===== src/rtl/systolic_ws_matmul_3x3.sv =====
// Weight-stationary 3x3 systolic matrix multiplier, C = A x B, with skewed A injection and atomic C update.
// Define SYSTOLIC_SIGNED_EN for two's-complement operands and results; default build is unsigned.
module systolic_ws_matmul_3x3 #(
    parameter int DATA_W = 8,
    parameter int ACC_W  = 2*DATA_W+2
) (
    input  logic              clk,
    input  logic              reset,
    input  logic              start,
    input  logic [DATA_W-1:0] a11, a12, a13, a21, a22, a23, a31, a32, a33,
    input  logic [DATA_W-1:0] fix_b11, fix_b12, fix_b13, fix_b21, fix_b22, fix_b23,
    input  logic [DATA_W-1:0] fix_b31, fix_b32, fix_b33,
    output logic [ACC_W-1:0]  c11, c12, c13, c21, c22, c23, c31, c32, c33,
    output logic              busy,
    output logic              done
);
    typedef enum logic [1:0] {IDLE, RUN, DONE} state_t;

    state_t            state_reg, state_next;
    logic [3:0]        cnt_reg, cnt_next;
    logic              load;
    logic              done_reg;
    logic [DATA_W-1:0] a_in [9];
    logic [DATA_W-1:0] b_in [9];
    logic [DATA_W-1:0] a_lat_reg [9];
    logic [DATA_W-1:0] b_lat_reg [9];
    logic [ACC_W-1:0]  a_edge [3];
    logic [ACC_W-1:0]  pe_a [3][3];
    logic [ACC_W-1:0]  pe_psum [3][3];
    logic [ACC_W-1:0]  shadow_reg [9];
    logic [ACC_W-1:0]  c_reg [9];

    function automatic logic [ACC_W-1:0] ext(input logic [DATA_W-1:0] v);
`ifdef SYSTOLIC_SIGNED_EN
        return {{(ACC_W-DATA_W){v[DATA_W-1]}}, v};
`else
        return {{(ACC_W-DATA_W){1'b0}}, v};
`endif
    endfunction

    assign a_in = '{a11, a12, a13, a21, a22, a23, a31, a32, a33};
    assign b_in = '{fix_b11, fix_b12, fix_b13, fix_b21, fix_b22, fix_b23,
                    fix_b31, fix_b32, fix_b33};

    always_ff @(posedge clk) begin
        if (reset) begin
            state_reg <= IDLE;
            cnt_reg   <= '0;
            done_reg  <= 1'b0;
        end else begin
            state_reg <= state_next;
            cnt_reg   <= cnt_next;
            done_reg  <= (state_reg == DONE);
        end
    end

    always_comb begin
        state_next = state_reg;
        cnt_next   = cnt_reg;
        load       = 1'b0;
        case (state_reg)
            IDLE: begin
                if (start) begin
                    load       = 1'b1;
                    cnt_next   = '0;
                    state_next = RUN;
                end
            end
            RUN: begin
                cnt_next = cnt_reg + 4'd1;
                if (cnt_reg == 4'd8)
                    state_next = DONE;
            end
            DONE:    state_next = IDLE;
            default: state_next = IDLE;
        endcase
    end

    always_ff @(posedge clk) begin
        if (reset) begin
            for (int n = 0; n < 9; n++) begin
                a_lat_reg[n] <= '0;
                b_lat_reg[n] <= '0;
            end
        end else if (load) begin
            a_lat_reg <= a_in;
            b_lat_reg <= b_in;
        end
    end

    // Row k receives a_ik at RUN cycle i+k; every other slot injects zero.
    always_comb begin
        for (int k = 0; k < 3; k++) begin
            a_edge[k] = '0;
            if (state_reg == RUN && int'(cnt_reg) >= k && int'(cnt_reg) - k < 3)
                a_edge[k] = ext(a_lat_reg[(int'(cnt_reg) - k) * 3 + k]);
        end
    end

    genvar gi, gj;
    generate
        for (gi = 0; gi < 3; gi++) begin : g_row
            for (gj = 0; gj < 3; gj++) begin : g_col
                logic [ACC_W-1:0] a_reg, psum_reg;
                logic [ACC_W-1:0] a_cur, psum_in;
                if (gj == 0) begin : g_left
                    assign a_cur = a_edge[gi];
                end else begin : g_inner
                    assign a_cur = pe_a[gi][gj-1];
                end
                if (gi == 0) begin : g_top
                    assign psum_in = '0;
                end else begin : g_below
                    assign psum_in = pe_psum[gi-1][gj];
                end
                always_ff @(posedge clk) begin
                    if (reset) begin
                        a_reg    <= '0;
                        psum_reg <= '0;
                    end else begin
                        a_reg    <= a_cur;
                        psum_reg <= psum_in + a_cur * ext(b_lat_reg[gi*3+gj]);
                    end
                end
                assign pe_a[gi][gj]    = a_reg;
                assign pe_psum[gi][gj] = psum_reg;
            end
        end
    endgenerate

    // De-skew: c_ij leaves the bottom of column j during RUN cycle i+j+3.
    always_ff @(posedge clk) begin
        if (reset) begin
            for (int n = 0; n < 9; n++) begin
                shadow_reg[n] <= '0;
                c_reg[n]      <= '0;
            end
        end else begin
            if (state_reg == RUN) begin
                for (int i = 0; i < 3; i++)
                    for (int j = 0; j < 3; j++)
                        if (int'(cnt_reg) == i + j + 3)
                            shadow_reg[i*3+j] <= pe_psum[2][j];
            end
            if (state_reg == DONE)
                c_reg <= shadow_reg;
        end
    end

    assign {c11, c12, c13} = {c_reg[0], c_reg[1], c_reg[2]};
    assign {c21, c22, c23} = {c_reg[3], c_reg[4], c_reg[5]};
    assign {c31, c32, c33} = {c_reg[6], c_reg[7], c_reg[8]};
    assign busy = (state_reg != IDLE);
    assign done = done_reg;
endmodule

===== config.mk =====
export PLATFORM = sky130hd
export DESIGN_NAME = systolic_ws_matmul_3x3
export DESIGN_NICKNAME = d
export VERILOG_FILES = /design/src/rtl/systolic_ws_matmul_3x3.sv
export SDC_FILE = /design/constraint.sdc
export NUM_CORES = 2
export LEC_CHECK = 0
export CAP_MARGIN = 5
export CORE_MARGIN = 3
export CORE_UTILIZATION = 60
export CTS_BUF_LIST = sky130_fd_sc_hd__clkbuf_4 sky130_fd_sc_hd__clkbuf_8
export DETAILED_ROUTE_END_ITERATION = 12
export PLACE_DENSITY = 0.88
export RECOVER_POWER = 50
export SLEW_MARGIN = 25
export SYNTH_ARGS = -nofsm -noshare
export SYNTH_HDL_FRONTEND = slang
export SYNTH_SLANG_ARGS = --single-unit

===== constraint.sdc =====
create_clock -name clk -period 8 [get_ports clk]
set_clock_uncertainty 0.15 [all_clocks]
set_input_delay 0.8 -clock clk [delete_from_list [all_inputs] [get_ports clk]]
set_output_delay 0.8 -clock clk [all_outputs]
set_load 0.01 [all_outputs]

Fig. 1: cell placement
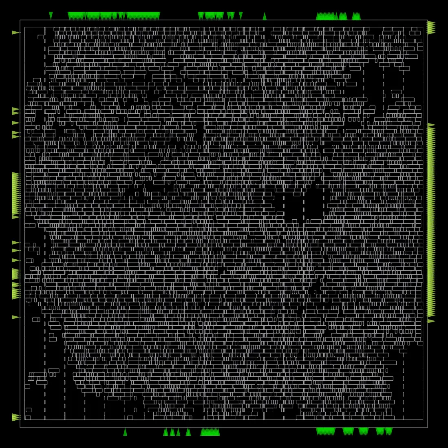
area inside the core boundary: 0.0751 mm^2
standard-cell row count: 100
filler instances: 5763

Fig. 2: port wiring
Drawn at 1.5 px/um.
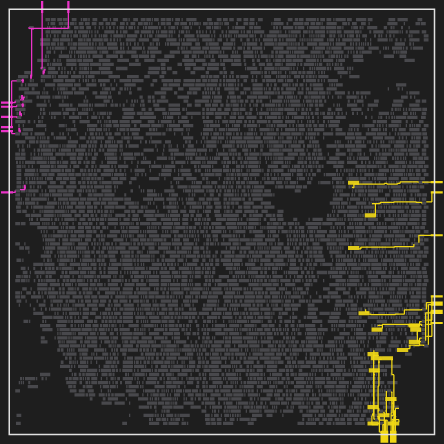
c13: in yellow, bits 18, direction output, edge 9 right, 9 bottom, end cells 18, buffers 18, wire 743 um. fix_b11: in magenta, bits 8, direction input, edge 6 left, 2 top, end cells 8, buffers 8, wire 189 um.
buffers added on ports: 310
I/O Pins: 311

==> notes.md <==
The layout was made with Yosys and OpenROAD.

The run finished, with violations left. The final reports fail on capacitance limit, slew limit. In this run, the synthesized area fraction spent on adder and majority cells is recorded as roughly 28%. The most common logic cells in the final layout are nand2_1, dfxtp_1, inv_1. Per the detail_route report, routed wire per instance is between 15 and 20 um. The final clock period utilization by the worst path is approximately 90%. Summed over all layers, the global routing overflow is 0.

The worst-case max-slew headroom was logged as -305%. In the final layout, multi-input gates take up approximately 55% of the cell area. The startpoint kind of the worst setup timing path is a flip-flop. The highest supply drop recorded on VDD is 0.152 mV. The distinct cell type count of the synthesized netlist is 72.

The tally of clock buffers in the finished layout is roughly 160. The slowest stage of the critical path is the mux4_2 cell. The hold path startpoint is shadow_reg[70]$_SDFFE_PP0P_. The final layout net count is between 6000 and 7000.

The routed length on met3 is around 7600 um. For reference, the final report shows the max-slew violation count at 189. Once the clock tree was built, the setup fixing pass inserted 0 buffers. The top cell type in the final layout, fill and taps aside, is nand2_1. Per the layout report, the design carries 665 non-clock inverters. Setup repair after global routing left no endpoint under its margin. The number of multi-input logic gates is 3810.

The capture point of the worst register-to-register path is recorded as g_row[1].g_col[0].psum_reg[17]$_SDFF_PP0_. Looking at the global route congestion table, the highest-usage layer is met2. The violation count after the first detailed-route iteration is between 2000 and 3000.

The post-route antenna net violation count is 0. Of the total synthesized cell area, the portion taken by AND-OR and OR-AND cells is just over 10%. Entering global routing, the biggest net connects about 210 pins. The fraction of cell area in sequential cells is reported as between 20% and 30%.

The critical path maximum fanout is 28. The max-capacitance violation count is 2. For this run, the detailed router reports a per-instance via density of approximately 5.5. Looking at the clock tree report, the root buffer type is clkbuf_8.

After Yosys synthesis, and, or, nand and nor cells account for around a fifth of the synthesized area. The total negative setup slack is 0 ns. The endpoint of the worst hold path is reported as c23[16]$_SDFFE_PP0P_. After Yosys synthesis, XOR and XNOR cells account for under 10% of the synthesized area.

The met2 capacity usage during global routing is around 47%. The cell count in the Yosys report is 5407. The nature of the critical path endpoint is a flip-flop. The setup slack on the worst flop-to-flop path is roughly 0.63 ns.

The worst hold margin is approximately 0.28 ns.
Fig. 3: drive-strength map
Drawn at 1.5 px/um.
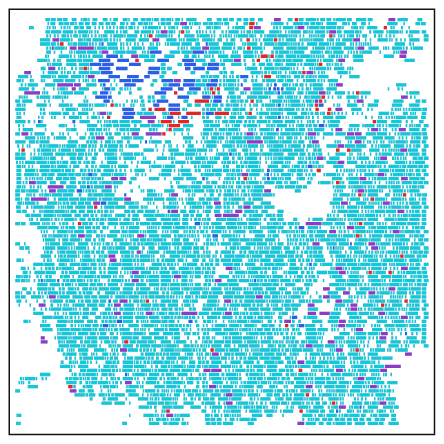
x1 and smaller: in cyan, cells 5366, share 94%, most used nand2_1. x3 and x4: in red, cells 75, share 1.3%, most used clkbuf_4. x6 and larger: in purple, cells 157, share 2.8%, most used clkbuf_8. x2: in blue, cells 108, share 1.9%, most used mux4_2.
fin worst setup slack: 0.626 ns
total of plain and repair buffers excluding clock buffers: 339

Fig. 4: placement density heat map
Drawn at 1.5 px/um. The die is cut into 28 by 28 equal tiles; dark blue is low, red is high, 0 to 100% covered.
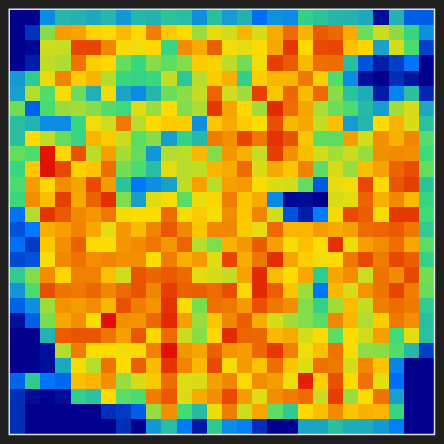
The mean over all tiles is 64%. 48% of the tiles are over 75% full. 5.4% of the tiles are nearly empty. The fullest tile reaches 98%.
pre-placement core utilization: 61.1%
fin util: 69.5%

## where the power goes
group	internal, W	total [W]	switching, W
registers	0.00347	0.00357	0.0000967
logic	0.000252	0.000629	0.000377
clock network	0.00203	0.00356	0.00153
## synthesized netlist by cell type, drive strengths merged (28+ instances only)
master	instances
nor3	38
a211oi	33
dfxtp	685
a21o	40
xnor2	48
xor2	38
inv	664
ha	376
nor2	284
nor2b	98
a21oi	551
clkbuf	217
nand2	1240
and2	215
o21ai	70
mux4	40
nand3	34
fa	409
nand2b	56
buf	30
or2	28
## worst max-delay path: cells and delay by family, from the launching register on
family                     cells  cell delay, ns
buffers and inverters          6            1.32
DFF                            1            0.33
muxes                          2            0.78
adders and majority gates      6            2.73
AOI/OAI and AO/OA              4            1.02
and+or+nand+nor                4            0.88
Power is estimated from default activity; no workload was simulated.
